Floorplan with the power grid:
The bar under the picture is 50 microns long. Pins as bars on the die edge. Tap cells in grey.
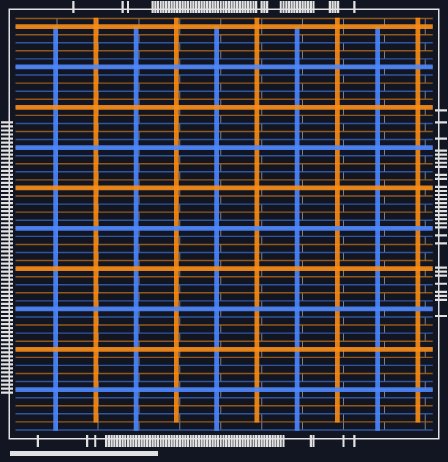
Placement by cell class:
The bar under the picture is 50 microns long.
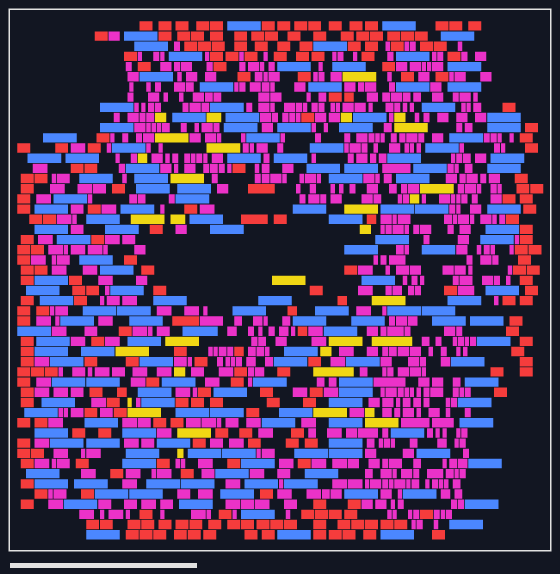
Clock wires, drivers and flops:
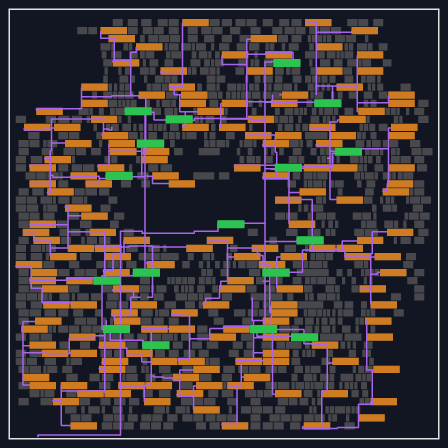
[config.mk]
export PLATFORM = sky130hd
export DESIGN_NAME = mem_dma_master
export DESIGN_NICKNAME = d
export VERILOG_FILES = /design/src/rtl/mem_dma_pkg.sv /design/src/rtl/dma_addr_gen.sv /design/src/rtl/mem_dma_master.sv
export SDC_FILE = /design/constraint.sdc
export NUM_CORES = 1
export LEC_CHECK = 0
export CAP_MARGIN = 40
export CORE_MARGIN = 1.5
export CORE_UTILIZATION = 44
export DETAILED_ROUTE_END_ITERATION = 8
export PLACE_DENSITY = 0.77
export SKIP_LAST_GASP = 1
export SLEW_MARGIN = 0
export SYNTH_ARGS = -nofsm -noshare
export SYNTH_HDL_FRONTEND = slang
export SYNTH_SLANG_ARGS = --single-unit
[constraint.sdc]
create_clock -name clk -period 5.8 [get_ports clk]
set_input_delay 1.16 -clock clk [delete_from_list [all_inputs] [get_ports clk]]
set_output_delay 1.16 -clock clk [all_outputs]
set_load 0.05 [all_outputs]
[src/rtl/mem_dma_pkg.sv]
// Shared types and constants for the memory DMA master: FSM state encoding,
// word stride and the fixed I/O port addresses of the responder map.
package mem_dma_pkg;
    typedef enum logic [2:0] {IDLE, RD, CAP, WR, FIN} dma_state_t;

    localparam int          WORD_BYTES   = 4;
    localparam logic [31:0] INPORT0_ADDR = 32'h0000FFF8;
    localparam logic [31:0] INPORT1_ADDR = 32'h0000FFF8 + 32'd4;
    localparam logic [31:0] OUTPORT_ADDR = 32'h0000FFFC;
endpackage

[src/rtl/dma_addr_gen.sv]
// Loadable address register that advances by one word when stepped.
// Wraps modulo 2^WIDTH, so a block may legally run past the top of memory.
module dma_addr_gen
    import mem_dma_pkg::*;
#(
    parameter int WIDTH = 32
) (
    input  logic             clk,
    input  logic             rst,
    input  logic             load,
    input  logic [WIDTH-1:0] load_value,
    input  logic             step,
    output logic [WIDTH-1:0] addr
);
    logic [WIDTH-1:0] addr_reg;

    always_ff @(posedge clk or posedge rst) begin
        if (rst) begin
            addr_reg <= '0;
        end else if (load) begin
            addr_reg <= load_value;
        end else if (step) begin
            addr_reg <= addr_reg + WIDTH'(WORD_BYTES);
        end
    end

    assign addr = addr_reg;
endmodule

[src/rtl/mem_dma_master.sv]
// Bus initiator that copies (read src, write dst) or fills a block of words
// on the shared memory/IO interface; outputs are decoded from the FSM state.
module mem_dma_master
    import mem_dma_pkg::*;
#(
    parameter int WIDTH = 32,
    parameter int LEN_W = 16
) (
    input  logic             clk,
    input  logic             rst,
    input  logic             start,
    input  logic             mode,
    input  logic [WIDTH-1:0] src_addr,
    input  logic [WIDTH-1:0] dst_addr,
    input  logic             src_inc,
    input  logic             dst_inc,
    input  logic [LEN_W-1:0] len,
    input  logic [WIDTH-1:0] fill_data,
    input  logic             abort,
    output logic             busy,
    output logic             done,
    output logic             err,
    output logic [LEN_W-1:0] words_done,
    output logic [WIDTH-1:0] mem_address,
    output logic [WIDTH-1:0] mem_wr_data,
    output logic             mem_write,
    input  logic [WIDTH-1:0] mem_rd_data
);
    dma_state_t       state_reg, state_next;
    logic             err_reg, err_next;
    logic             mode_reg;
    logic [LEN_W-1:0] len_reg;
    logic [LEN_W-1:0] words_done_reg;
    logic [WIDTH-1:0] fill_reg;
    logic [WIDTH-1:0] data_reg;
    logic [1:0]       inc_reg;
    logic             misaligned;
    logic             load;
    logic             last_word;

    // Channel 0 is the source pointer, channel 1 the destination pointer.
    logic [1:0][WIDTH-1:0] base_addr;
    logic [1:0][WIDTH-1:0] cur_addr;
    logic [1:0]            inc_in;
    logic [1:0]            chan_step;

    assign base_addr = {dst_addr, src_addr};
    assign inc_in    = {dst_inc, src_inc};

    // Fill never reads, so only the destination must be aligned there.
    assign misaligned = ((!mode) && (src_addr[1:0] != 2'b00)) || (dst_addr[1:0] != 2'b00);
    assign load       = (state_reg == IDLE) && start && !misaligned;
    assign last_word  = (words_done_reg + LEN_W'(1)) == len_reg;

    genvar gi;
    generate
        for (gi = 0; gi < 2; gi++) begin : g_chan
            assign chan_step[gi] = (state_reg == WR) && inc_reg[gi];

            dma_addr_gen #(.WIDTH(WIDTH)) u_addr (
                .clk        (clk),
                .rst        (rst),
                .load       (load),
                .load_value (base_addr[gi]),
                .step       (chan_step[gi]),
                .addr       (cur_addr[gi])
            );
        end
    endgenerate

    always_comb begin
        state_next = state_reg;
        err_next   = 1'b0;
        case (state_reg)
            IDLE: begin
                if (start) begin
                    if (misaligned) begin
                        err_next = 1'b1;
                    end else if (len == '0) begin
                        state_next = FIN;
                    end else begin
                        state_next = mode ? WR : RD;
                    end
                end
            end
            RD: begin
                if (abort) begin
                    state_next = IDLE;
                    err_next   = 1'b1;
                end else begin
                    state_next = CAP;
                end
            end
            CAP: begin
                if (abort) begin
                    state_next = IDLE;
                    err_next   = 1'b1;
                end else begin
                    state_next = WR;
                end
            end
            WR: begin
                // Finishing the last word takes priority over a coincident abort.
                if (last_word) begin
                    state_next = FIN;
                end else if (abort) begin
                    state_next = IDLE;
                    err_next   = 1'b1;
                end else begin
                    state_next = mode_reg ? WR : RD;
                end
            end
            FIN:     state_next = IDLE;
            default: state_next = IDLE;
        endcase
    end

    always_ff @(posedge clk or posedge rst) begin
        if (rst) begin
            state_reg      <= IDLE;
            err_reg        <= 1'b0;
            mode_reg       <= 1'b0;
            len_reg        <= '0;
            fill_reg       <= '0;
            data_reg       <= '0;
            inc_reg        <= 2'b00;
            words_done_reg <= '0;
        end else begin
            state_reg <= state_next;
            err_reg   <= err_next;
            if (load) begin
                mode_reg       <= mode;
                len_reg        <= len;
                fill_reg       <= fill_data;
                inc_reg        <= inc_in;
                words_done_reg <= '0;
            end
            if (state_reg == CAP) begin
                data_reg <= mem_rd_data;
            end
            if (state_reg == WR) begin
                words_done_reg <= words_done_reg + LEN_W'(1);
            end
        end
    end

    always_comb begin
        mem_address = '0;
        mem_wr_data = '0;
        mem_write   = 1'b0;
        case (state_reg)
            RD, CAP: mem_address = cur_addr[0];
            WR: begin
                mem_address = cur_addr[1];
                mem_wr_data = mode_reg ? fill_reg : data_reg;
                mem_write   = 1'b1;
            end
            default: ;
        endcase
    end

    assign busy       = (state_reg != IDLE);
    assign done       = (state_reg == FIN);
    assign err        = err_reg;
    assign words_done = words_done_reg;
endmodule

==> flow_summary_export.csv <==
group,metric,value,unit
clock_network,cts_buffers,17,
sta,fin_crit_sh,0.7150,
sta,setup_viol,0,
clock_network,cts_resized,0,
logic_synthesis,syn_area,8788,sq um
critical_path,endpoint,"mem_address[9]",
power_and_ir_drop,p_sw,0.002723,W
power_and_ir_drop,p_comb,0.00301,W
cells_and_area,syn_to_final_growth,36.45,%
power_and_ir_drop,pwr-share-seq,0.347,
drt,wl_met3,1627,microns
logic_synthesis,synthTopLogicFamily,"simple AND/OR/NAND/NOR gates",
sta,rsz0062_at_grt,"false",
drt,drt_wl_total,24340,microns
drt,vias,7395,
power_and_ir_drop,cellLeakagePower,4.866,nW
logic_synthesis,ff_type,"dfrtp_1",
clock_network,htree_levels,4,
status,status,"finished clean",
logic_synthesis,adder_share,0.004271,
critical_path,r2r_cells,9,
flow_run,warnings,29,
flow_run,drv_cap,0,
drt,wire_per_inst,17.84,microns
clock_network,clk_latency,430,ps
hold_path,holdPathEnd,"data_reg[18]",
sta,finalCriticalPeriod,4147,ps
cells_and_area,drive_gt1_frac,0.1293,
logic_synthesis,yosys.area.top_type,"dfrtp_1",
cells_and_area,final_common_cell,"clkdlybuf4s50_1",
clock_network,cts.sinks,167,
logic_synthesis,ys_seq_frac,0.4755,
critical_path,cp_max_fo,21,
power_and_ir_drop,maxPowerGroup,"combinational cells",
critical_path,cp_data_required_time,4640,ps
critical_path,crit_type,"reg2out",
## Picture notes: 'floorplan with the power grid'
VSS: in blue. VDD: in orange.
52 met1 rails follow the rows. 265 tap cells. The core has 51 rows. 10 straps on met4.
peak supply drop: 0.2186 mV
die width: 144.3 microns
Die Ht: 144.3 microns
Core Area: 19530 sq um

## Picture notes: 'placement by cell class'
registers: in blue, cells 167. remaining buffers and delay cells: in red, cells 244. clock drivers and dummy loads: in yellow, cells 32. remaining logic cells: in magenta, cells 655.
sequential cell area share: 0.3486
post-layout util: 0.6141
Final Instance Area: 11990 sq um
num rows: 51

## Picture notes: 'clock wires, drivers and flops'
clock wires: in purple, length 2170 microns. flip-flops: in orange, count 167. clock-net drivers: in green, count 17.
Position of the flops: all over the die.
Clock power frac: 0.182
power in the clock group: 0.00116 W

[worst max-delay path: stages, from the launching register on]
cell             delay, ps
dfrtp_1                440
nand3b_1               200
inv_1                  500
buf_4                  370
a22o_1                 220
clkdlybuf4s50_1        820
[layout make-up]
type	instances	share of cell area
multi-input combinational	646	0.3662
sequential	167	0.3486
timing repair buffer	244	0.2047
clock buffer	18	0.03579
tap	265	0.02765
clock inverter	14	0.01356
inverter	9	0.003235
antenna	1	0.0002087
[stage by stage]
stage / hold WS, ps / total power, W / area [sq um]
2_1_floorplan: 454.0 / 0.004269 / 8788
3_3_place_gp: 487.5 / 0.005137 / 11380
3_5_place_dp: 493.7 / 0.005224 / 11400
4_1_cts: 510.2 / 0.006406 / 11990
5_1_grt: 521.3 / 0.006728 / 11990
6_report: 506.7 / 0.006376 / 11990
Power and IR drop assume default switching activity.
